run_1/m1.png
Supply wires on this layer in grey.
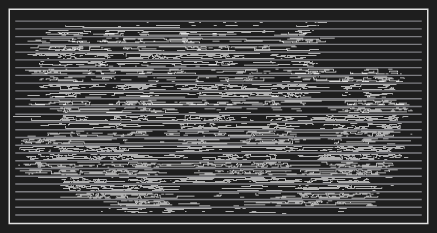
run_1/m2.png
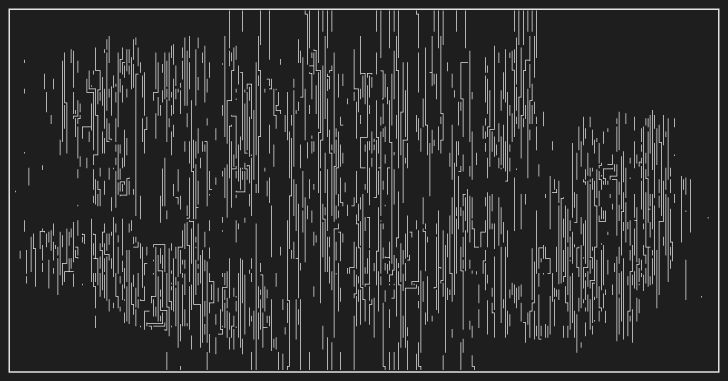
run_1/m3.png
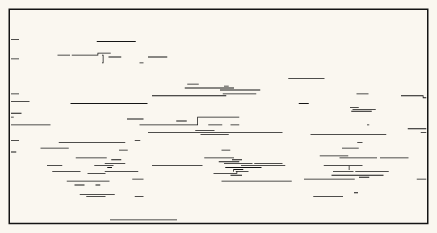
**src/rtl/date_counter_cal.sv**
```systemverilog
// Registered calendar date counter: day/month/year with day-of-year and weekday
// tracking, validated loading, selectable Gregorian/Julian leap rule and year wrap.
module date_counter_cal #(
    parameter int CALENDAR   = 0,
    parameter int YEAR_W     = 11,
    parameter int RESET_YEAR = 2000,
    parameter int RESET_WDAY = 6
) (
    input  logic              clk,
    input  logic              resetN,
    input  logic              load,
    input  logic [5:0]        loadDay,
    input  logic [3:0]        loadMonth,
    input  logic [YEAR_W-1:0] loadYear,
    input  logic [2:0]        loadWeekday,
    input  logic              tick,
    output logic [5:0]        dayOfMonth,
    output logic [3:0]        month,
    output logic [YEAR_W-1:0] year,
    output logic [8:0]        dayOfYear,
    output logic [2:0]        weekday,
    output logic              leap,
    output logic              loadErr,
    output logic              yearWrap
);

    localparam logic [YEAR_W-1:0] YEAR_MAX = {YEAR_W{1'b1}};

    function automatic logic is_leap_f(input logic [YEAR_W-1:0] y);
        int unsigned yi;
        logic        div4;
        logic        div100;
        logic        div400;
        yi     = 32'(y);
        div4   = (yi % 4)   == 0;
        div100 = (yi % 100) == 0;
        div400 = (yi % 400) == 0;
        if (CALENDAR == 1)
            return div4;
        else
            return div4 && (!div100 || div400);
    endfunction

    function automatic logic [5:0] month_len_f(input logic [3:0] m, input logic lp);
        logic [5:0] len;
        case (m)
            4'd4, 4'd6, 4'd9, 4'd11: len = 6'd30;
            4'd2:                    len = lp ? 6'd29 : 6'd28;
            default:                 len = 6'd31;
        endcase
        return len;
    endfunction

    // Days in a common year that precede the first of month m.
    function automatic logic [8:0] days_before_f(input logic [3:0] m);
        logic [8:0] d;
        case (m)
            4'd2:    d = 9'd31;
            4'd3:    d = 9'd59;
            4'd4:    d = 9'd90;
            4'd5:    d = 9'd120;
            4'd6:    d = 9'd151;
            4'd7:    d = 9'd181;
            4'd8:    d = 9'd212;
            4'd9:    d = 9'd243;
            4'd10:   d = 9'd273;
            4'd11:   d = 9'd304;
            4'd12:   d = 9'd334;
            default: d = 9'd0;
        endcase
        return d;
    endfunction

    logic [5:0]        day_reg,   day_next;
    logic [3:0]        month_reg, month_next;
    logic [YEAR_W-1:0] year_reg,  year_next;
    logic [8:0]        doy_reg,   doy_next;
    logic [2:0]        wday_reg,  wday_next;
    logic              load_err_reg, load_err_next;
    logic              year_wrap_reg, year_wrap_next;

    logic              cur_leap;
    logic [5:0]        cur_len;
    logic              load_leap;
    logic [5:0]        load_len;
    logic              load_ok;
    logic [8:0]        load_doy;

    assign cur_leap  = is_leap_f(year_reg);
    assign cur_len   = month_len_f(month_reg, cur_leap);
    assign load_leap = is_leap_f(loadYear);
    assign load_len  = month_len_f(loadMonth, load_leap);

    assign load_ok = (loadMonth >= 4'd1) && (loadMonth <= 4'd12) &&
                     (loadDay != 6'd0) && (loadDay <= load_len) &&
                     (loadWeekday <= 3'd6);

    assign load_doy = days_before_f(loadMonth) + {3'd0, loadDay} +
                      ((load_leap && loadMonth >= 4'd3) ? 9'd1 : 9'd0);

    always_comb begin
        day_next       = day_reg;
        month_next     = month_reg;
        year_next      = year_reg;
        doy_next       = doy_reg;
        wday_next      = wday_reg;
        load_err_next  = 1'b0;
        year_wrap_next = 1'b0;

        if (load) begin
            // A simultaneous tick is intentionally dropped: the loaded date wins.
            if (load_ok) begin
                day_next   = loadDay;
                month_next = loadMonth;
                year_next  = loadYear;
                doy_next   = load_doy;
                wday_next  = loadWeekday;
            end else begin
                load_err_next = 1'b1;
            end
        end else if (tick) begin
            wday_next = (wday_reg >= 3'd6) ? 3'd0 : wday_reg + 3'd1;
            if (day_reg < cur_len) begin
                day_next = day_reg + 6'd1;
                doy_next = doy_reg + 9'd1;
            end else begin
                day_next = 6'd1;
                if (month_reg < 4'd12) begin
                    month_next = month_reg + 4'd1;
                    doy_next   = doy_reg + 9'd1;
                end else begin
                    month_next = 4'd1;
                    doy_next   = 9'd1;
                    if (year_reg == YEAR_MAX) begin
                        year_next      = '0;
                        year_wrap_next = 1'b1;
                    end else begin
                        year_next = year_reg + 1'b1;
                    end
                end
            end
        end
    end

    always_ff @(posedge clk or negedge resetN) begin
        if (!resetN) begin
            day_reg       <= 6'd1;
            month_reg     <= 4'd1;
            year_reg      <= YEAR_W'(RESET_YEAR);
            doy_reg       <= 9'd1;
            wday_reg      <= 3'(RESET_WDAY);
            load_err_reg  <= 1'b0;
            year_wrap_reg <= 1'b0;
        end else begin
            day_reg       <= day_next;
            month_reg     <= month_next;
            year_reg      <= year_next;
            doy_reg       <= doy_next;
            wday_reg      <= wday_next;
            load_err_reg  <= load_err_next;
            year_wrap_reg <= year_wrap_next;
        end
    end

    assign dayOfMonth = day_reg;
    assign month      = month_reg;
    assign year       = year_reg;
    assign dayOfYear  = doy_reg;
    assign weekday    = wday_reg;
    assign leap       = cur_leap;
    assign loadErr    = load_err_reg;
    assign yearWrap   = year_wrap_reg;

endmodule

```
**config.mk**
```make
export PLATFORM = sky130hd
export DESIGN_NAME = date_counter_cal
export DESIGN_NICKNAME = d
export VERILOG_FILES = /design/src/rtl/date_counter_cal.sv
export SDC_FILE = /design/constraint.sdc
export NUM_CORES = 1
export LEC_CHECK = 0
export CORE_ASPECT_RATIO = 0.5
export CORE_MARGIN = 1.5
export CORE_UTILIZATION = 45
export CTS_CLUSTER_DIAMETER = 120
export DETAILED_ROUTE_END_ITERATION = 10
export PLACE_DENSITY = 0.68
export SETUP_SLACK_MARGIN = 0.15
export SLEW_MARGIN = 30
export SYNTH_ARGS = -nofsm -noshare
export SYNTH_HDL_FRONTEND = slang
export SYNTH_SLANG_ARGS = --single-unit
export TNS_END_PERCENT = 20
```
**constraint.sdc**
```tcl
create_clock -name clk -period 9.2 [get_ports clk]
set_clock_uncertainty 0.15 [all_clocks]
set_input_delay 1.84 -clock clk [delete_from_list [all_inputs] [get_ports clk]]
set_output_delay 1.84 -clock clk [all_outputs]
set_load 0.01 [all_outputs]
```
==> notes.md, run 1 <==
Flow results are below.

- The flow ran to the end, and the final reports show no timing, DRC or antenna violations.
- The startpoint of the worst setup timing path is loadYear[6], for reference.
- The clock-pin slew on the worst setup and hold paths is ~50 ps, for reference.
- Per the cell usage report, the commonest logic cell in the layout is sky130_fd_sc_hd__clkdlybuf4s50_1.
- The largest fanout of any net on the critical path is 10, for reference.
- The count of inserted tapcells is about 140, for reference.
- The biggest cell delay along the critical path is around 540 ps, for reference.
- After clock tree synthesis, the setup repair step added 0 buffers.
- The register with the most flip-flops in the layout has 11 of them.
- The met3 track demand over resource in global routing is under 10%, for reference.
- Yosys reports that the leading cell type by area covers 13.0% of the netlist area.
- In this run the worst hold path is classified as reg -> reg.
- The multi-input combinational area share is around 63%, for reference.
- The sequential cell fraction of total power is roughly a quarter, for reference.
- The relative area change from synthesis to final layout is 19.3%, for reference.
- The data arrival at the endpoint of the critical path is approximately 8400 ps, for reference.
- The total instance count after detailed placement is a little under 800, for reference.
- The critical path data required time is a little over 9000 ps, for reference.
- The post-synthesis cell count is 616, for reference.
- The worst hold-check slack is 358 ps, for reference.
- The area fraction of clock buffers and clock inverters is 3.07%, for reference.
- The combined global-route utilization of all metal layers is roughly 25%, for reference.
- The simple-gate share of the synthesized area is between 20% and 30%, for reference.
- The count of synthesis-stage warnings from yosys is 0, for reference.
- Max-slew check failures listed in the final report amount to 0.
- The number of H-tree levels is 2, for reference.
- The first global-routing pass estimated approximately 22 mm of wire.
- The final layout report lists a non-clock buffer count of between 70 and 80.
- The switching part of the total is between 40 and 50%, for reference.
- Combinational logic burns around three fifths of the power.
- The number of hold violations in the final report is 0, for reference.
- The placeable core area is between 9000 and 10,000 µm², for reference.
- The post-synthesis cell count from yosys is between 600 and 700, for reference.
- The routed design shows a via density per instance of ~6.2.
- TritonRoute reported its final design rule violation total as 0.
- The share of layout cells above drive strength 1 is between 7 and 8%, for reference.
- The number of primary I/O pins is between 60 and 70, for reference.
- Yosys mapped a number of flops with a built-in enable equal to 0.
- In this run the cell area of the synthesized design comes to 4620 µm².
- The analysis attributes to cell leakage a power of approximately 2.2 nW.
- The layout stage reports a final design area of approximately 5500 µm².
- The synthesis report lists the most area-consuming cells as sky130_fd_sc_hd__dfrtp_1, sky130_fd_sc_hd__ha_1, sky130_fd_sc_hd__dfstp_2.
- The number of combinational gates with multiple inputs is between 500 and 600, for reference.
- The placement summary gives the final routability congestion estimate as between 0.8 and 0.9.
- Among all stages on the critical path, the largest delay is contributed by sky130_fd_sc_hd__clkdlybuf4s50_1.
- The peak clock frequency supported by timing is about 120 MHz, for reference.
-- m1.png (at the start) --
longest straight run = 52.4 µm
main direction = horizontal
total length of routed wires: 13.6 mm
vias: 4,956
GR met1 Demand/Resource: 39.9%

-- m2.png (at the start) --
wire length on this layer = 5,770 µm
longest straight run = 30.1 µm
main direction = vertical
nets with wire on the layer = 578
met2 track utilization from global routing: 38.0%

-- m3.png (at the start) --
nets with wire on the layer = 77
wire length on this layer = 802 µm
share of all routed wire = 5.9%
longest straight run = 46.9 µm

==> run 2: changes to the inputs <==
Settings changed: CORE_MARGIN 1.5 to unset.
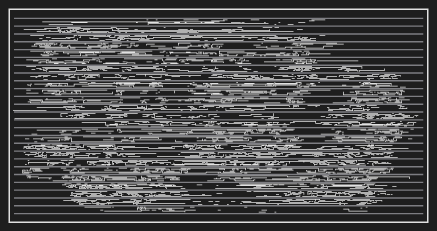
run_2/m1.png
Supply wires on this layer in grey.
wire length on this layer = 6,980 µm
longest straight run = 61.6 µm

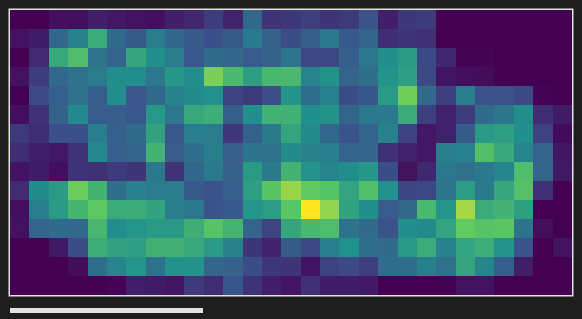
run_2/route_heat.png
The bar under the picture is 50 µm long. The die is cut into 29 by 15 equal tiles; dark purple is low, yellow is high, scaled to the fullest tile. Values are wire area over tile area, all layers added.
emptiest ninth of the die = top right
mean over tiles = 0.20
nearly empty tiles = 13%
densest ninth of the die = middle
tiles over half the peak = 23%

==> run 2 against run 1 <==
  * Global-route usage grew 0.36 points
  * Final cell count is the same
  * Utilization shrank 0.46 points
  * Critical path type unchanged
  * Hold slack better by 17 ps
  * Cell area decreased by 0.82%
  * Sequential power is essentially flat
  * Largest cell class unchanged
==> notes.md, run 2 <==
Flow results are below.

- Combinational cells account for approximately three fifths of the total power.
- The peak clock frequency supported by timing is 118 MHz, for reference.
- The post-synthesis cell count is slightly above 600, for reference.
- After detailed routing, the total wire length is around 14 mm.
- The final design was reported to hold multi-input combinational gates totalling 512.
- In this run the number of H-tree levels came out at 2.
- Clock cells make up around 2.5% of the layout cell area.
- By instance count after routing, the leading logic cell type is sky130_fd_sc_hd__clkdlybuf4s50_1.
- The number of setup buffers added after CTS is 0, for reference.
- The critical path data required time is around 9200 ps, for reference.
- After layout, the buffer instance count without clock buffers stands at roughly 72.
- The slowest stage of the critical path is the sky130_fd_sc_hd__clkdlybuf4s50_1 cell.
- The data arrival at the endpoint of the critical path is around 8400 ps, for reference.
- The most critical hold endpoint after final layout shows a slack of between 300 and 400 ps.
- The biggest cell delay along the critical path is about 560 ps, for reference.
- Switching power as a fraction of the total was reported as a little under half.
- For this run, global-route usage on met2 was measured as 40.2%.
- The run finished with clean final reports.
- The global-route met1 utilization is around two fifths, for reference.
- The largest fanout of any net on the critical path is 10, for reference.
- The simple-gate share of the synthesized area is 25.3%, for reference.
- In the post-synthesis netlist, the biggest area contributors are sky130_fd_sc_hd__dfrtp_1, sky130_fd_sc_hd__ha_1, sky130_fd_sc_hd__dfstp_2.
- The final route contains 4,969 vias.
- The clock-pin slew on the worst setup and hold paths is ~50 ps, for reference.
- The share of layout cells above drive strength 1 is under 10%, for reference.
Power figures rest on the tool's default switching activity, not on a simulated workload.
